--- config.mk ---
export PLATFORM = sky130hd
export DESIGN_NAME = matrix_screen_ctrl
export DESIGN_NICKNAME = d
export VERILOG_FILES = /design/src/rtl/matrix_screen_ctrl.sv
export SDC_FILE = /design/constraint.sdc
export NUM_CORES = 1
export LEC_CHECK = 0
export CORE_ASPECT_RATIO = 1.5
export CORE_MARGIN = 2
export CORE_UTILIZATION = 55
export CTS_CLUSTER_SIZE = 8
export DETAILED_ROUTE_END_ITERATION = 6
export PLACE_DENSITY = 0.77
export SKIP_LAST_GASP = 1
export SLEW_MARGIN = 5
export SYNTH_ARGS = -nofsm -noshare
export SYNTH_HDL_FRONTEND = slang
export SYNTH_SLANG_ARGS = --single-unit
--- constraint.sdc ---
create_clock -name clk -period 9.4 [get_ports clk]
set_input_delay 1.88 -clock clk [delete_from_list [all_inputs] [get_ports clk]]
set_output_delay 1.88 -clock clk [all_outputs]
set_load 0.02 [all_outputs]
--- src/rtl/matrix_screen_ctrl.sv ---
// matrix_screen_ctrl
//   LED-matrix screen controller for game screens (start / end / score).
//   A double-buffered ROWS x COLS frame store is written row by row into the
//   back buffer; the front buffer is scanned one row per enabled clock onto
//   the active-low row pins (dinor) and the column pins (outc). Back/front
//   roles exchange only when the scan wraps from the last row to row 0, so a
//   displayed frame is never torn.
//
//   Modes: 0 static, 1 blink, 2 horizontal marquee scroll, 3 blank.
//   Build option: define MATRIX_SCROLL_EN to build the scroll rotator and its
//   counters. Without it, mode 2 displays exactly like mode 0.
//
// Ports
//   clk         in   1     scan clock
//   rst         in   1     asynchronous, active-high reset
//   enable      in   1     block active; low holds all counters, matrix dark
//   mode        in   2     display mode (see above)
//   wr_en       in   1     write wr_data into back-buffer row wr_row
//   wr_row      in   RW    back-buffer row address (>= ROWS is ignored)
//   wr_data     in   COLS  row pixels, bit COLS-1 is the leftmost column
//   swap_req    in   1     request a buffer swap at the next frame boundary
//   swap_done   out  1     one-cycle pulse: swap performed
//   frame_start out  1     one-cycle pulse: row 0 is being driven
//   dinor       out  ROWS  row select, active-low, one-hot-zero
//   outc        out  COLS  column data for the selected row
module matrix_screen_ctrl #(
  parameter int ROWS         = 8,
  parameter int COLS         = 16,
  parameter int BLINK_TICKS  = 5000,
  parameter int SCROLL_TICKS = 2500
) (
  input  logic                    clk,
  input  logic                    rst,
  input  logic                    enable,
  input  logic [1:0]              mode,
  input  logic                    wr_en,
  input  logic [$clog2(ROWS)-1:0] wr_row,
  input  logic [COLS-1:0]         wr_data,
  input  logic                    swap_req,
  output logic                    swap_done,
  output logic                    frame_start,
  output logic [ROWS-1:0]         dinor,
  output logic [COLS-1:0]         outc
);

  localparam int RW = $clog2(ROWS);
  localparam int BW = (BLINK_TICKS > 1) ? $clog2(BLINK_TICKS) : 1;

  localparam logic [RW-1:0]   ROW_LAST     = RW'(ROWS - 1);
  localparam logic [RW-1:0]   ROW_ONE      = RW'(1);
  localparam logic [RW-1:0]   ROW_ZERO     = RW'(0);
  localparam logic [RW:0]     ROWS_LIMIT   = (RW + 1)'(ROWS);
  localparam logic [BW-1:0]   BLINK_LAST   = BW'(BLINK_TICKS - 1);
  localparam logic [BW-1:0]   BLINK_ONE    = BW'(1);
  localparam logic [BW-1:0]   BLINK_ZERO   = BW'(0);
  localparam logic [ROWS-1:0] ROW_SEL_BASE = ROWS'(1);
  localparam logic [ROWS-1:0] ROWS_OFF     = {ROWS{1'b1}};
  localparam logic [COLS-1:0] DARK         = {COLS{1'b0}};

  localparam logic [1:0] MODE_STATIC = 2'd0;
  localparam logic [1:0] MODE_BLINK  = 2'd1;
  localparam logic [1:0] MODE_SCROLL = 2'd2;
  localparam logic [1:0] MODE_BLANK  = 2'd3;

  // Elaboration-time sanity check of the geometry and timing parameters.
  if (ROWS < 2 || COLS < 2 || BLINK_TICKS < 1 || SCROLL_TICKS < 1) begin : g_param_check
    $error("matrix_screen_ctrl: ROWS/COLS must be >= 2 and tick counts >= 1");
  end

  // front_sel_r selects which physical buffer is on screen (0: buf0, 1: buf1).
  logic [COLS-1:0] buf0_r [ROWS];
  logic [COLS-1:0] buf1_r [ROWS];
  logic            front_sel_r;
  logic            swap_pend_r;
  logic [RW-1:0]   row_idx_r;
  logic [BW-1:0]   blink_cnt_r;
  logic            blink_vis_r;

  logic [RW-1:0]   row_next_s;
  logic            swap_now_s;
  logic            swap_pend_next_s;
  logic [BW-1:0]   blink_cnt_next_s;
  logic            blink_vis_next_s;
  logic            wr_ok_s;
  logic [COLS-1:0] front_row_s;
  logic [COLS-1:0] pixel_s;

`ifdef MATRIX_SCROLL_EN
  localparam int SW = (SCROLL_TICKS > 1) ? $clog2(SCROLL_TICKS) : 1;
  localparam int OW = $clog2(COLS);
  localparam logic [SW-1:0] SCROLL_LAST = SW'(SCROLL_TICKS - 1);
  localparam logic [SW-1:0] SCROLL_ONE  = SW'(1);
  localparam logic [SW-1:0] SCROLL_ZERO = SW'(0);
  localparam logic [OW-1:0] OFF_LAST    = OW'(COLS - 1);
  localparam logic [OW-1:0] OFF_ONE     = OW'(1);
  localparam logic [OW-1:0] OFF_ZERO    = OW'(0);

  logic [SW-1:0] scroll_cnt_r;
  logic [OW-1:0] scroll_off_r;
  logic [SW-1:0] scroll_cnt_next_s;
  logic [OW-1:0] scroll_off_next_s;

  // Rotate left: the doubled word shifted left leaves the rotation in its top half.
  function automatic logic [COLS-1:0] rotl(input logic [COLS-1:0] data, input logic [OW-1:0] amt);
    logic [2*COLS-1:0] dbl;
    dbl = {data, data} << amt;
    return dbl[2*COLS-1:COLS];
  endfunction

  // Scroll timer: advance one column every SCROLL_TICKS enabled cycles in mode 2.
  always_comb begin
    scroll_cnt_next_s = scroll_cnt_r;
    scroll_off_next_s = scroll_off_r;
    if (mode != MODE_SCROLL) begin
      scroll_cnt_next_s = SCROLL_ZERO;
      scroll_off_next_s = OFF_ZERO;
    end else if (enable) begin
      if (scroll_cnt_r == SCROLL_LAST) begin
        scroll_cnt_next_s = SCROLL_ZERO;
        scroll_off_next_s = (scroll_off_r == OFF_LAST) ? OFF_ZERO : scroll_off_r + OFF_ONE;
      end else begin
        scroll_cnt_next_s = scroll_cnt_r + SCROLL_ONE;
      end
    end else begin
      scroll_cnt_next_s = scroll_cnt_r;
    end
  end

  // Scroll timer registers.
  always_ff @(posedge clk or posedge rst) begin
    if (rst) begin
      scroll_cnt_r <= SCROLL_ZERO;
      scroll_off_r <= OFF_ZERO;
    end else begin
      scroll_cnt_r <= scroll_cnt_next_s;
      scroll_off_r <= scroll_off_next_s;
    end
  end
`endif

  // Next-state for scan position, blink timer and swap handshake.
  always_comb begin
    row_next_s       = row_idx_r;
    swap_now_s       = 1'b0;
    blink_cnt_next_s = blink_cnt_r;
    blink_vis_next_s = blink_vis_r;
    if (enable) begin
      if (row_idx_r == ROW_LAST) begin
        row_next_s = ROW_ZERO;
        swap_now_s = swap_pend_r;
      end else begin
        row_next_s = row_idx_r + ROW_ONE;
      end
    end else begin
      row_next_s = row_idx_r;
    end
    // Outside blink mode the timer is parked so blink always starts visible.
    if (mode != MODE_BLINK) begin
      blink_cnt_next_s = BLINK_ZERO;
      blink_vis_next_s = 1'b1;
    end else if (enable) begin
      if (blink_cnt_r == BLINK_LAST) begin
        blink_cnt_next_s = BLINK_ZERO;
        blink_vis_next_s = ~blink_vis_r;
      end else begin
        blink_cnt_next_s = blink_cnt_r + BLINK_ONE;
      end
    end else begin
      blink_cnt_next_s = blink_cnt_r;
    end
    // A request coinciding with the swap itself is absorbed by that swap.
    swap_pend_next_s = swap_now_s ? 1'b0 : (swap_pend_r | swap_req);
    wr_ok_s          = ({1'b0, wr_row} < ROWS_LIMIT);
  end

  // Pixel data for the row being scanned, per display mode.
  always_comb begin
    front_row_s = DARK;
    pixel_s     = DARK;
    if (front_sel_r) begin
      front_row_s = buf1_r[row_idx_r];
    end else begin
      front_row_s = buf0_r[row_idx_r];
    end
    case (mode)
      MODE_STATIC: pixel_s = front_row_s;
      MODE_BLINK:  pixel_s = blink_vis_r ? front_row_s : DARK;
`ifdef MATRIX_SCROLL_EN
      MODE_SCROLL: pixel_s = rotl(front_row_s, scroll_off_r);
`else
      MODE_SCROLL: pixel_s = front_row_s;
`endif
      MODE_BLANK:  pixel_s = DARK;
      default:     pixel_s = DARK;
    endcase
  end

  // Scan position, blink timer, swap request and buffer-role registers.
  always_ff @(posedge clk or posedge rst) begin
    if (rst) begin
      row_idx_r   <= ROW_ZERO;
      blink_cnt_r <= BLINK_ZERO;
      blink_vis_r <= 1'b1;
      swap_pend_r <= 1'b0;
      front_sel_r <= 1'b0;
    end else begin
      row_idx_r   <= row_next_s;
      blink_cnt_r <= blink_cnt_next_s;
      blink_vis_r <= blink_vis_next_s;
      swap_pend_r <= swap_pend_next_s;
      front_sel_r <= front_sel_r ^ swap_now_s;
    end
  end

  // Frame store: writes always target the current back buffer.
  always_ff @(posedge clk or posedge rst) begin
    if (rst) begin
      for (int r = 0; r < ROWS; r++) begin
        buf0_r[r] <= DARK;
        buf1_r[r] <= DARK;
      end
    end else if (wr_en && wr_ok_s) begin
      if (front_sel_r) begin
        buf0_r[wr_row] <= wr_data;
      end else begin
        buf1_r[wr_row] <= wr_data;
      end
    end
  end

  // Registered pin drivers, one cycle behind the scan position.
  always_ff @(posedge clk or posedge rst) begin
    if (rst) begin
      dinor       <= ROWS_OFF;
      outc        <= DARK;
      frame_start <= 1'b0;
      swap_done   <= 1'b0;
    end else if (enable) begin
      dinor       <= ~(ROW_SEL_BASE << row_idx_r);
      outc        <= pixel_s;
      frame_start <= (row_idx_r == ROW_ZERO);
      swap_done   <= swap_now_s;
    end else begin
      dinor       <= ROWS_OFF;
      outc        <= DARK;
      frame_start <= 1'b0;
      swap_done   <= 1'b0;
    end
  end

endmodule
Met1 routing:
Scale: 2 px per um. Supply wires on this layer in grey.
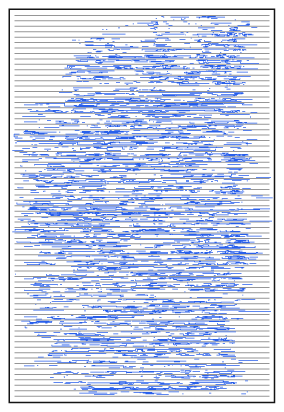
wire length on this layer = 12400 um
longest straight run = 70.8 um
main direction = horizontal
nets with wire on the layer = 868
met1 Use GR: 31.9%
WL final: 29200 um

The metal 2 layer:
Scale: 1.5 px per um. Cells faint in the background.
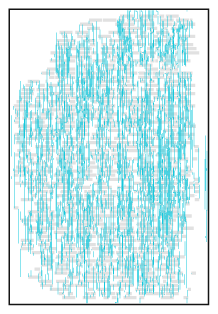
longest straight run = 92.1 um
wire length on this layer = 14700 um
share of all routed wire = 50%
met2 global-route usage: 39.4%
routed vias: 7449

Met3 routing:
Scale: 2 px per um.
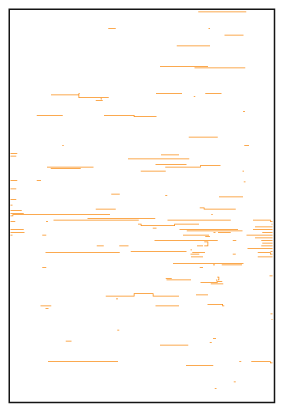
longest straight run = 48.5 um
wire length on this layer = 1170 um
GRT met3 Usage: 3.80%

==> results_slide.txt <==
Flow Results at a Glance

Hold path
  – Hold Crit Class: flop to flop
  – Worst hold path cell count: 2

Power and ir drop
  – Worst vdd ir: 186 uV
  – Net Sw Frac: 28.7%
  – Pint: 3.70 mW

Layout
  – Final-layout clock buffer total: 61
  – Buffering overhead: 3.77%
  – Bufs w/o clock: 60
  – NumNets Final: 929
  – Final Instance Area: 0.0153 mm^2
  – Inverter count: 6
  – Logic cell area: 0.00559 mm^2
  – Area Overhead vs Synth: 13.8%

Logic synthesis
  – Simple logic cell fraction of the synthesized area: 4.28%
  – Cell Type Count: 48
  – Xor/xnor share: 0.519%
  – Cell count after synthesis: 848
  – Top-area cell share: 54.2%

Outcome
  – Status: complete, no violations

Setup path
  – Delay-heaviest family, CP: simple AND/OR/NAND/NOR gates
  – Reg2Reg Depth: 4
  – Crit. Startpoint: wr_row[0]
  – Crit path depth: 4
  – CP peak stage delay: 950 ps
  – Data required time of the worst path: 9790 ps
  – Worst EP arrival: 4460 ps
  – CP Launch Type: input pin

Clock tree
  – Clock Pin Slew Worst Setup and Hold Paths: 50 ps
  – Resized cells post-CTS: 0
  – CTS tree: yes
  – Post-CTS setup buffers: 0
  – Clk_lat worst skew: 540 ps

Place
  – Final HPWL DP: 17000 um
  – Port bufs: 51

Timing
  – Final WS setup: 5330 ps
  – Worst Max-Slew Pin Slew: 1240 ps
  – TNS Setup: 0 ps
  – Final setup violation count: 0

GRT
  – First-pass GRT wire length: 47000 um
  – Vias in the first global route: 8198

Floorplanning
  – Die area: 0.0258 mm^2
Metal 4:
Scale: 2 px per um. Supply wires on this layer in grey.
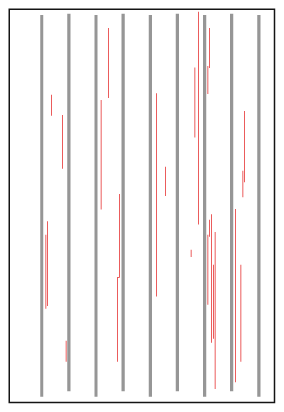
wire length on this layer = 997 um
share of all routed wire = 3.4%
nets with wire on the layer = 16
longest straight run = 106 um

Cell placement:
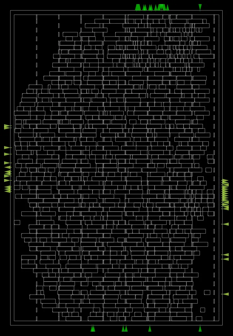
Final Non-Filler Cells: 1239
core area: 0.0243 mm^2
tapcell count: 324

-- power groups by stage --
stage          combinational [mW]  sequential (mW)  clock (mW)
3_5_place_dp                 1.60             2.24           0
4_1_cts                      1.61             2.23        1.41
6_report                     1.59             2.23        1.38
2_1_floorplan                1.25             2.15           0
3_3_place_gp                 1.56             2.21           0
5_1_grt                      1.71             2.30        1.46
-- metal layers --
layer	global-route usage (%)	wire length, um	share of wire, %	vias up
li1	-	-	-	3244
met1	31.9	12400	42	3973
met5	0	0	0	-
met3	3.80	1170	4.0	63
met4	9.14	997	3.4	0
met2	39.4	14700	50	169
-- stage by stage --
| stage | cells | utilization (%) | power (mW) |
|---|---|---|---|
| floorplan | 848 | - | 3.40 |
| global placement | 1175 | 58.3 | 3.77 |
| detailed placement | 1175 | 58.3 | 3.84 |
| CTS | 1239 | 63.3 | 5.25 |
| global route | 1239 | 63.3 | 5.47 |
| finish | 1239 | 63.3 | 5.19 |
-- sequential cells by signal, summed over array words and instances (netlist names), 3 cells and up --
name,cells
blink_cnt_r,13
buf0_r,128
buf1_r,128
dinor,8
outc,16
row_idx_r,3
-- cells in the mapped netlist, types with 2 or more instances --
library cell,n
nor3_1,3
nor3_4,6
nand2_1,13
mux4_2,64
a21oi_1,4
clkbuf_1,23
buf_6,7
nand2b_1,4
nand3_1,9
o21ai_0,4
o22ai_1,17
nand4_1,2
or4_1,2
nor2_4,2
dfrtp_1,292
nor3b_1,2
mux2_2,257
a22o_1,2
or3_1,3
and3_1,4
mux2i_1,33
dfstp_2,9
nand2_2,3
nand3_2,6
and2_1,3
nor2_1,11
buf_2,15
xor2_1,5
inv_1,3
nor2b_1,3
buf_4,12
xnor2_1,3
ha_1,7
Power and IR drop assume default switching activity.
